Run 1, the metal 2 layer:
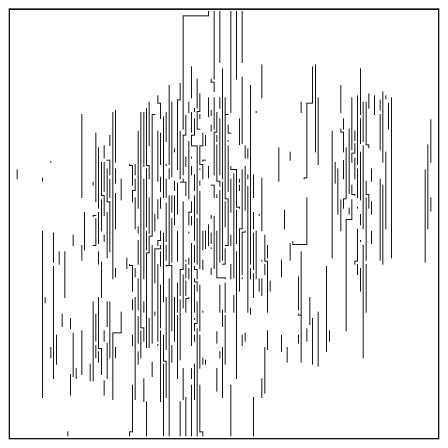
Run 1, clock nets:
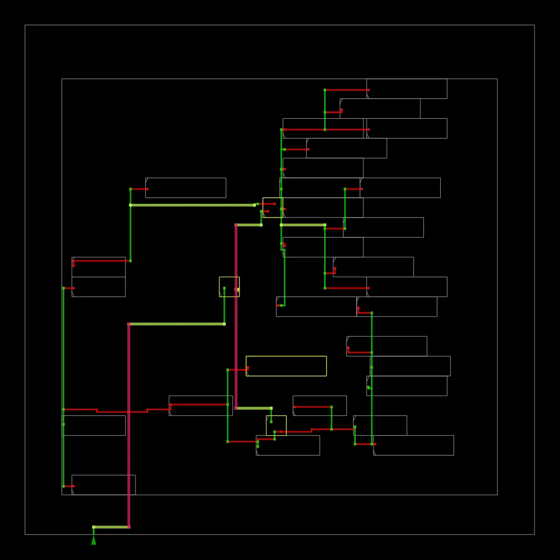
Run 1, cell sizes after repair:
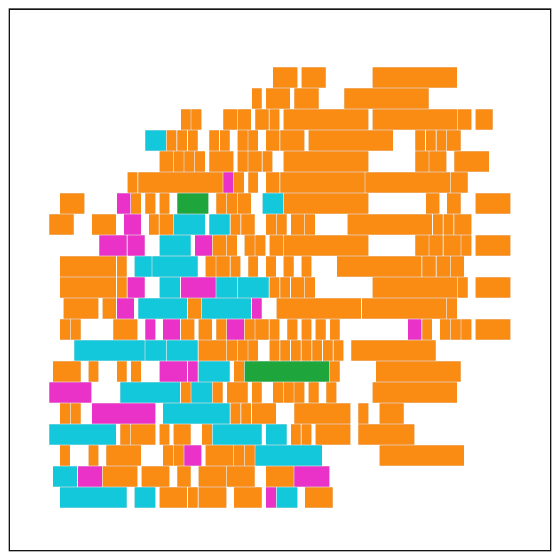
Run 1, cell classes on the final placement:
Bar = 20 microns. Fill, decap, tap and diode cells in grey.
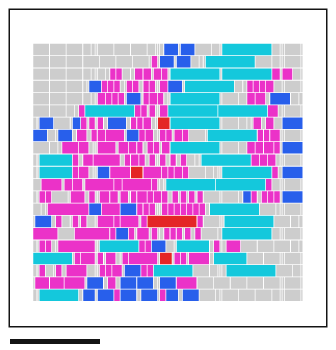
[src/rtl/int_preg_release_unit.sv]
//------------------------------------------------------------------------------
// Module      : int_preg_release_unit
// Description : Buffers physical-register tags released at commit (two per
//               cycle) and drains them one per cycle into the free list.
// Revision    : 1.0 - initial release
//------------------------------------------------------------------------------
`default_nettype none

module int_preg_release_unit #(
    parameter int PREGWIDE = 5,
    parameter int RELDEEP  = 4,
    parameter int RELCNTW  = 3
) (
    input  logic                Clk,
    input  logic                Rest,
    input  logic                Commit0Valid,
    input  logic [PREGWIDE-1:0] Commit0Preg,
    input  logic                Commit1Valid,
    input  logic [PREGWIDE-1:0] Commit1Preg,
    output logic                RelStall,
    input  logic                FlushReq,
    input  logic                FreeReady,
    output logic                FreeWable,
    output logic [PREGWIDE-1:0] FreeDin,
    output logic                FreeClean,
    output logic [RELCNTW-1:0]  RelCount
);

    localparam int                 c_PTRW      = $clog2(RELDEEP);
    localparam logic [RELCNTW-1:0] c_STALL_LVL = RELCNTW'(RELDEEP - 2);

    typedef enum logic [0:0] {
        RUN   = 1'b0,
        FLUSH = 1'b1
    } state_t;

    state_t              r_state;
    state_t              w_state_next;
    logic [PREGWIDE-1:0] r_buf [RELDEEP];
    logic [c_PTRW-1:0]   r_head;
    logic [c_PTRW-1:0]   r_tail;
    logic [RELCNTW-1:0]  r_count;

    logic                w_run;
    logic                w_stall;
    logic                w_enq_ok;
    logic                w_acc0;
    logic                w_acc1;
    logic                w_deq;
    logic [RELCNTW-1:0]  w_nenq;
    logic [c_PTRW-1:0]   w_tail1;

    // Stalling above RELDEEP-2 guarantees room for a full dual-slot commit.
    assign w_run    = (r_state == RUN);
    assign w_stall  = ~w_run | (r_count > c_STALL_LVL);
    assign w_enq_ok = w_run & ~FlushReq & ~w_stall;
    assign w_acc0   = w_enq_ok & Commit0Valid & (Commit0Preg != '0);
    assign w_acc1   = w_enq_ok & Commit1Valid & (Commit1Preg != '0);
    assign w_nenq   = RELCNTW'(w_acc0) + RELCNTW'(w_acc1);
    assign w_deq    = w_run & (r_count != '0) & FreeReady;
    assign w_tail1  = r_tail + c_PTRW'(w_acc0);

    assign RelStall  = w_stall;
    assign FreeWable = w_deq;
    assign FreeDin   = r_buf[r_head];
    assign FreeClean = (r_state == FLUSH);
    assign RelCount  = r_count;

    always_comb begin
        w_state_next = RUN;
        if (FlushReq) begin
            w_state_next = FLUSH;
        end
    end

    always_ff @(posedge Clk) begin
        if (Rest) begin
            r_state <= RUN;
        end else begin
            r_state <= w_state_next;
        end
    end

    always_ff @(posedge Clk) begin
        if (Rest) begin
            for (int i = 0; i < RELDEEP; i++) begin
                r_buf[i] <= '0;
            end
            r_head  <= '0;
            r_tail  <= '0;
            r_count <= '0;
        end else if (FlushReq) begin
            r_head  <= '0;
            r_tail  <= '0;
            r_count <= '0;
        end else begin
            if (w_acc0) begin
                r_buf[r_tail] <= Commit0Preg;
            end
            // Slot 1 lands right after slot 0 only when slot 0 was accepted.
            if (w_acc1) begin
                r_buf[w_tail1] <= Commit1Preg;
            end
            r_tail  <= r_tail + c_PTRW'(w_nenq);
            r_head  <= r_head + c_PTRW'(w_deq);
            r_count <= r_count + w_nenq - RELCNTW'(w_deq);
        end
    end

endmodule

`default_nettype wire

[config.mk]
export PLATFORM = sky130hd
export DESIGN_NAME = int_preg_release_unit
export DESIGN_NICKNAME = d
export VERILOG_FILES = /design/src/rtl/int_preg_release_unit.sv
export SDC_FILE = /design/constraint.sdc
export NUM_CORES = 1
export LEC_CHECK = 0
export ABC_AREA = 1
export CORE_MARGIN = 5
export CORE_UTILIZATION = 48
export CTS_CLUSTER_DIAMETER = 120
export DETAILED_ROUTE_END_ITERATION = 8
export GPL_TIMING_DRIVEN = 0
export PLACE_DENSITY = 0.84
export SYNTH_ARGS = -nofsm -noshare
export SYNTH_HDL_FRONTEND = slang
export SYNTH_SLANG_ARGS = --single-unit
export TNS_END_PERCENT = 1
[constraint.sdc]
create_clock -name Clk -period 2.4 [get_ports Clk]
set_clock_uncertainty 0.05 [all_clocks]
set_input_delay 0.36 -clock Clk [delete_from_list [all_inputs] [get_ports Clk]]
set_output_delay 0.36 -clock Clk [all_outputs]
set_load 0.03 [all_outputs]
==> flow_metrics.tcl, run 1 <==
# place-and-route summary
set metrics [dict create \
    wirelength_microns 4390 \
    final_layout_top_logic_cells "nand2_1 (57), nor2_1 (26), inv_1 (20), edfxtp_1 (20), nand3_1 (19)" \
    cp.required_ps 2630 \
    hpwl_microns 3070 \
    place_ws_ps -625 \
    drive_above_1_share 0.204 \
    drt_pass1_iterations 4 \
    drc 0 \
    irDropWorstVdd_uv 286 \
    layout.cells.non_filler 296 \
    ctsHoldBuffers 0 \
    intPower_mw 0.814 \
    fin_area_sq_um 2230 \
    die_h_microns 70.0 \
    violations "negative setup slack" \
    yosysChipArea_sq_um 1730 \
    cts_setup_buffers 1 \
    syn2layout_area_growth_pct 29.4 \
    yosysUniqueCellTypes 30 \
    tool_warnings 28 \
    io_pins 27 \
    finalClockPeriodUsage 1.01 \
    gr-total-overflow 0 \
    startpoint "FreeClean" \
    yosys-stat-cells 213 \
    setup_slack_ps -19.7 \
    synth-edff-count 20 \
    p_per_area_nw_per_um2 508 \
    critPathMaxFanout 3 \
    place.gp.congestion 0.962 \
    antenna_found_initial 0 \
    finalSetupViolCount 1 \
    switching_share 0.282 \
    vias_per_cell 5.36 \
    p_comb_frac 0.226 \
    simple_gate_area_frac 0.356 \
    grt_pass1_vias 1478 \
    rr_endpoint "RelCount[2]" \
    r2r_slack_ps -20 \
    cts_buffer_depth 2 \
    ant_nets 0 \
    power.leakage_nw 1.01 \
    grt_first_pass_wirelength_microns 6840 \
    ys_seq_share 0.441 \
    fp_nets 236 \
    fp.dieW_microns 70.0 \
    drtIter0Drc 95 \
    fp_util 0.505 \
    n_antenna_cell 0 \
    logic_family "simple AND/OR/NAND/NOR gates" \
    wl_per_cell_microns 14.8 \
    dr_total_vias 1587 \
    port_buffers 26 \
    synthAoiAreaFrac 0.0624 \
    p_switching_mw 0.319 \
    pg_comb_mw 0.257 \
    start_kind "flop" \
    rsz0062_at_grt "true" \
    reg2reg_depth 13 \
    hold_depth 3 \
    postSynthAreaPerCell_sq_um 8.10 \
    clkTransAtPathRegs_ps 160 \
    post-place-cells 285 \
    cts_tree "built" \
    grt.total_usage 0.172 \
    slew_headroom 0.778 \
    ys_sh_mux 0 \
    dpl_cell_area_sq_um 2080 \
    hp-start "Commit0Preg[2]" \
    finalHoldViolations 0 \
    hold_end "r_buf[0][2]" \
    syn_area_sq_um 1730 \
    path_class "reg2reg" \
    status "finished with violations" \
    min_path_type "in2reg" \
    synth-xor-area-share 0.0152 \
    yosys.area.top_type "edfxtp_1" \
    area_leaders "edfxtp_1 (35%), nand2_1 (13%), dfxtp_1 (9.3%)" \
    synthArstFlopShare 0 \
    final_nets 274 \
    fa_ha_area_frac 0.0551 \
    r2r_start "FreeClean" \
    tightest_slew_ps 332 \
    cts_sinks 28 \
    max-cap-violations 0 \
    die-area_sq_um 4890 \
    fp.coreArea_sq_um 3420 \
    fmax_ghz 0.413 \
]
## Picture notes: 'the metal 2 layer'
The wires run mostly vertical. 223 nets have wire on it. The layer holds 50% of the routed length.

## Picture notes: 'clock nets'
clock distribution power: 0.318 mW
Num CTS Buffers: 3
Flop Count: 28
Clk Latency, worst-skew pair: 340 ps
clock buf count: 3

## Picture notes: 'cell sizes after repair'
Key: orange = drive 1 or less [cells 199, share 80%, most used nand2_1]; green = drive 6 and up [cells 2, share 0.80%]; magenta = drive 2 [cells 22, share 8.8%, most used inv_2]; cyan = drive 3 to 4 [cells 27, share 11%, most used buf_4]

## Picture notes: 'cell classes on the final placement'
Key: magenta = all other logic [cells 182]; blue = other buffers and delay cells [cells 36]; red = clock drivers and dummy loads [cells 4]; cyan = flip-flops [cells 28]

-- run 1: cell type report --
class / instances / area [sq um]
Fill cell: 279 / 1180
Multi-Input combinational cell: 155 / 910
Sequential cell: 28 / 776
Timing Repair Buffer: 33 / 313
Inverter: 27 / 104
Tap cell: 46 / 57.6
Clock inverter: 1 / 30.0
Clock buffer: 3 / 22.5
Buffer: 3 / 21.3
-- run 1: worst max-delay path, stage by stage (launching register included) --
cell     delay, ps
dfxtp_4        390
nor2_4         150
nand3_4        100
nor2_4         150
nand2_4         70
inv_4           70
ha_4           130
inv_1           40
ha_1           270
inv_1           40
ha_2           170
fa_2           360
or2_4          250
a21oi_2        120
-- run 1: Yosys cell counts, types with 2 or more instances --
cell type	number
a21oi_1	2
inv_1	24
nor2_1	28
nand3_1	20
o22ai_1	5
or2_2	2
inv_2	2
ha_1	6
edfxtp_1	20
nand2_1	58
nor2_2	3
nor2_4	3
xnor2_1	3
nand3_2	3
o21ai_0	10
nand2_2	3
dfxtp_1	8
-- run 1: metrics by stage --
step | hold WS (ps) | util | setup TNS, ps | power (mW)
3_5_place_dp | 560 | 0.609 | -1220 | 0.806
5_1_grt | 493 | 0.654 | -181 | 1.17
2_1_floorplan | 375 | - | 0 | 0.709
4_1_cts | 473 | 0.627 | -58.2 | 1.11
3_3_place_gp | 544 | 0.609 | -1120 | 0.799
6_report | 488 | 0.654 | -19.7 | 1.13
-- run 1: state kept, by name (all words and copies together) (netlist names) --
name,flops
RelCount,3
r_tail,2
FreeClean,1
r_buf,20
r_head,2
-- run 1: per-layer routing --
layer,global-route usage,share of wire,vias to the layer above
met5,0,0,-
met1,0.223,0.40,720
li1,-,-,767
met4,0.0787,0.036,0
met2,0.293,0.50,83
met3,0.0100,0.064,17
Run 1, gate families picked out:
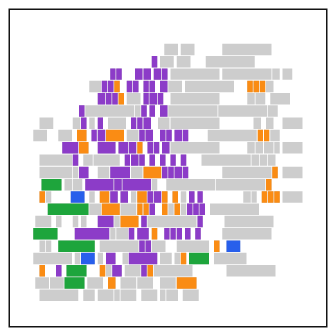

--- run 2 (diff from run 1) ---
Clock period 2.4 ns to 2.2 ns, I/O delays scaled along.
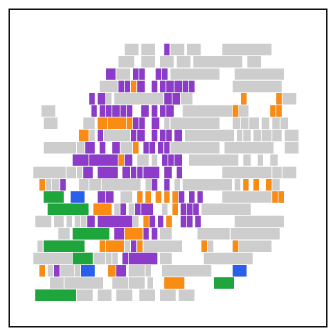
Run 2: gate families picked out
Key: orange = NOR gates [cells 36]; purple = NAND gates [cells 89]; green = adder and majority cells [cells 7, where south-west]; blue = XOR/XNOR gates [cells 3]

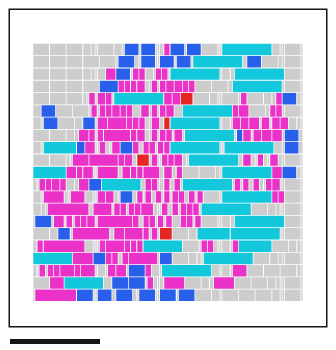
Run 2: cell classes on the final placement
Bar = 20 microns. Fill, decap, tap and diode cells in grey.
Key: magenta = all other logic [cells 182]; red = clock drivers and dummy loads [cells 4]; cyan = flip-flops [cells 28]; blue = other buffers and delay cells [cells 36]

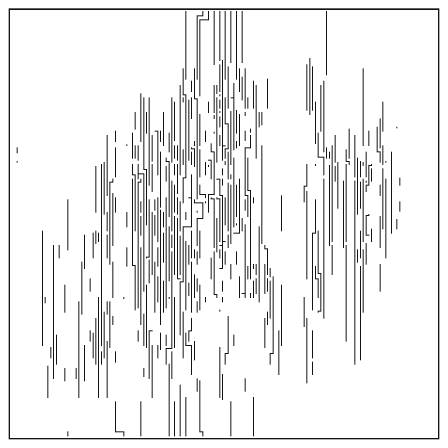
Run 2: the metal 2 layer
221 nets have wire on it. The layer carries 2,040 microns of wire. The wires run mostly vertical. The longest straight run is 29.9 microns.

==> run 2 against run 1 <==
  * The run still ends with negative setup slack left
  * Hold slack lost 36 ps
  * Largest cell class unchanged
  * Area after synthesis is the same
  * Setup slack lost 110 ps
  * Flip-flop count is the same
  * Cell count is the same
  * Fmax grew 3.7%
  * Count of clock-buffer cells in the layout grew 1
  * Core utilization shrank 1.3 points
  * Non-clock buffer count is the same
  * Critical endpoint unchanged
==> flow_metrics.tcl, run 2 <==
# place-and-route summary
set metrics [dict create \
    ant_nets 0 \
    area_leaders "edfxtp_1 (35%), nand2_1 (13%), dfxtp_1 (9.3%)" \
    violations "negative setup slack" \
    grt_pass1_vias 1380 \
    antenna_found_initial 0 \
    top_usage_layer "met2" \
    final_layout_top_logic_cells "nand2_1 (57), nor2_1 (28), nand3_1 (20), edfxtp_1 (20), inv_1 (18)" \
    ctsHoldBuffers 0 \
    tool_warnings 29 \
    use_met3 0.0172 \
    synthArstFlopShare 0 \
    die-area_sq_um 4890 \
    met2_length_microns 2040 \
    fin_tns_setup_ps -236 \
    fmax_ghz 0.429 \
    grt.total_usage 0.159 \
    largest_register "r_buf" \
    hpwl_microns 3050 \
    met2_usage 0.274 \
    cpPeakStageDelay_ps 380 \
    vias_per_cell 5.14 \
    hold_depth 3 \
    largest_register_ffs 20 \
    irDropWorstVdd_uv 254 \
    reg2reg_depth 13 \
    critPathMaxFanout 4 \
    syn_area_sq_um 1730 \
    port_buffers 26 \
    io_pins 27 \
    yosysUniqueCellTypes 30 \
    drtIter0Drc 134 \
    routed.top_layer "met4" \
    place.gp.congestion 0.905 \
    critPathBufInv 3 \
    finalSetupViolCount 2 \
    status "finished with violations" \
    cp.depth 13 \
    dr_wl_met3_microns 150 \
    cts_buffers 3 \
    slowest_stage "dfxtp_4" \
    crit_chain "nor2_4 -> nand3_4 -> nor2_4 -> nand2_2 -> inv_4 -> ha_4 -> inv_4 -> ha_4 -> inv_2 -> ha_4 -> fa_2 -> or2_4 -> a21oi_2" \
    fp.coreArea_sq_um 3420 \
    fp.dieW_microns 70.0 \
    cts_setup_buffers 0 \
    cp.required_ps 2430 \
    wl_met1_microns 1660 \
    rsz0062_at_grt "true" \
    dr_total_vias 1521 \
    wl_per_cell_microns 13.3 \
    insertion_delay_ps 340 \
    cpLargestDelayFamily "adder cells" \
    drive_above_1_share 0.196 \
    yosys-stat-cells 213 \
    drc 0 \
    max-cap-violations 0 \
    finalHoldViolations 0 \
    synth-edff-count 20 \
    syn2layout_area_growth_pct 26.8 \
    synthTopCellsByCount "nand2_1 (58), nor2_1 (28), inv_1 (24), edfxtp_1 (20), nand3_1 (20)" \
    slew_headroom 0.776 \
    cts_tree "built" \
    use_met1 0.199 \
    setup_slack_ps -132 \
    final_nets 274 \
    die_h_microns 70.0 \
    min_path_type "in2reg" \
]
-- run 2: cell count changes in the layout (fill, tap and decap cells not counted), moves of 2 or more --
cell,before,now
dlygate4sd2_1,10,16
dlymetal6s2s_1,5,0
clkbuf_1,0,2
ha_4,1,3
inv_1,20,18
nor2_1,26,28
nor2_2,4,2
-- run 2: tightest hold or removal path: stages --
cell and delay (ps):
dlygate4sd2_1 280, nand2_1 70, nand2_1 60
-- run 2: power by group --
part	switching (mW)	internal [mW]
Clock	0.158	0.0713
Combinational	0.166	0.110
Sequential	0.0165	0.593
Total	0.340	0.774
-- run 2: layout make-up --
type / count / area (sq um)
fill: 297 / 1230
multi-input combinational: 155 / 910
sequential: 28 / 776
timing repair buffer: 33 / 293
inverter: 27 / 106
tap: 46 / 57.6
clock buffer: 4 / 26.3
buffer: 3 / 20.0
-- run 2: metrics by stage --
step                setup WS [ps]  std cells   util  power, mW
floorplan                    -141        213      -      0.776
global placement             -719        285  0.611      0.874
finish                       -132        296  0.641       1.11
detailed placement           -775        285  0.611      0.882
global route                 -213        296  0.641       1.17
CTS                          -237        289  0.613       1.09
-- run 2: logic make-up (layout without fill, tap and decap cells) --
kind of cell               Yosys count  after routing  share of synthesized area
and+or+nand+nor                    127            127                      0.356
xor gates and xnor gates             3              3                     0.0152
DFF                                 28             28                      0.441
adders and majority gates            7              7                     0.0551
AOI/OAI and AO/OA                   18             18                     0.0624
buffers and inverters               30             67                     0.0703
-- run 2: path summary, 6_finish.rpt --
check                           slack (ps)           to            from
worst max-delay path                  -130  RelCount[2]       FreeClean
worst min-delay path                   450  r_buf[1][2]  Commit0Preg[2]
worst max register to register        -130  RelCount[2]       FreeClean
worst min register to register         580  RelCount[2]     RelCount[2]
Power and IR drop assume default switching activity.
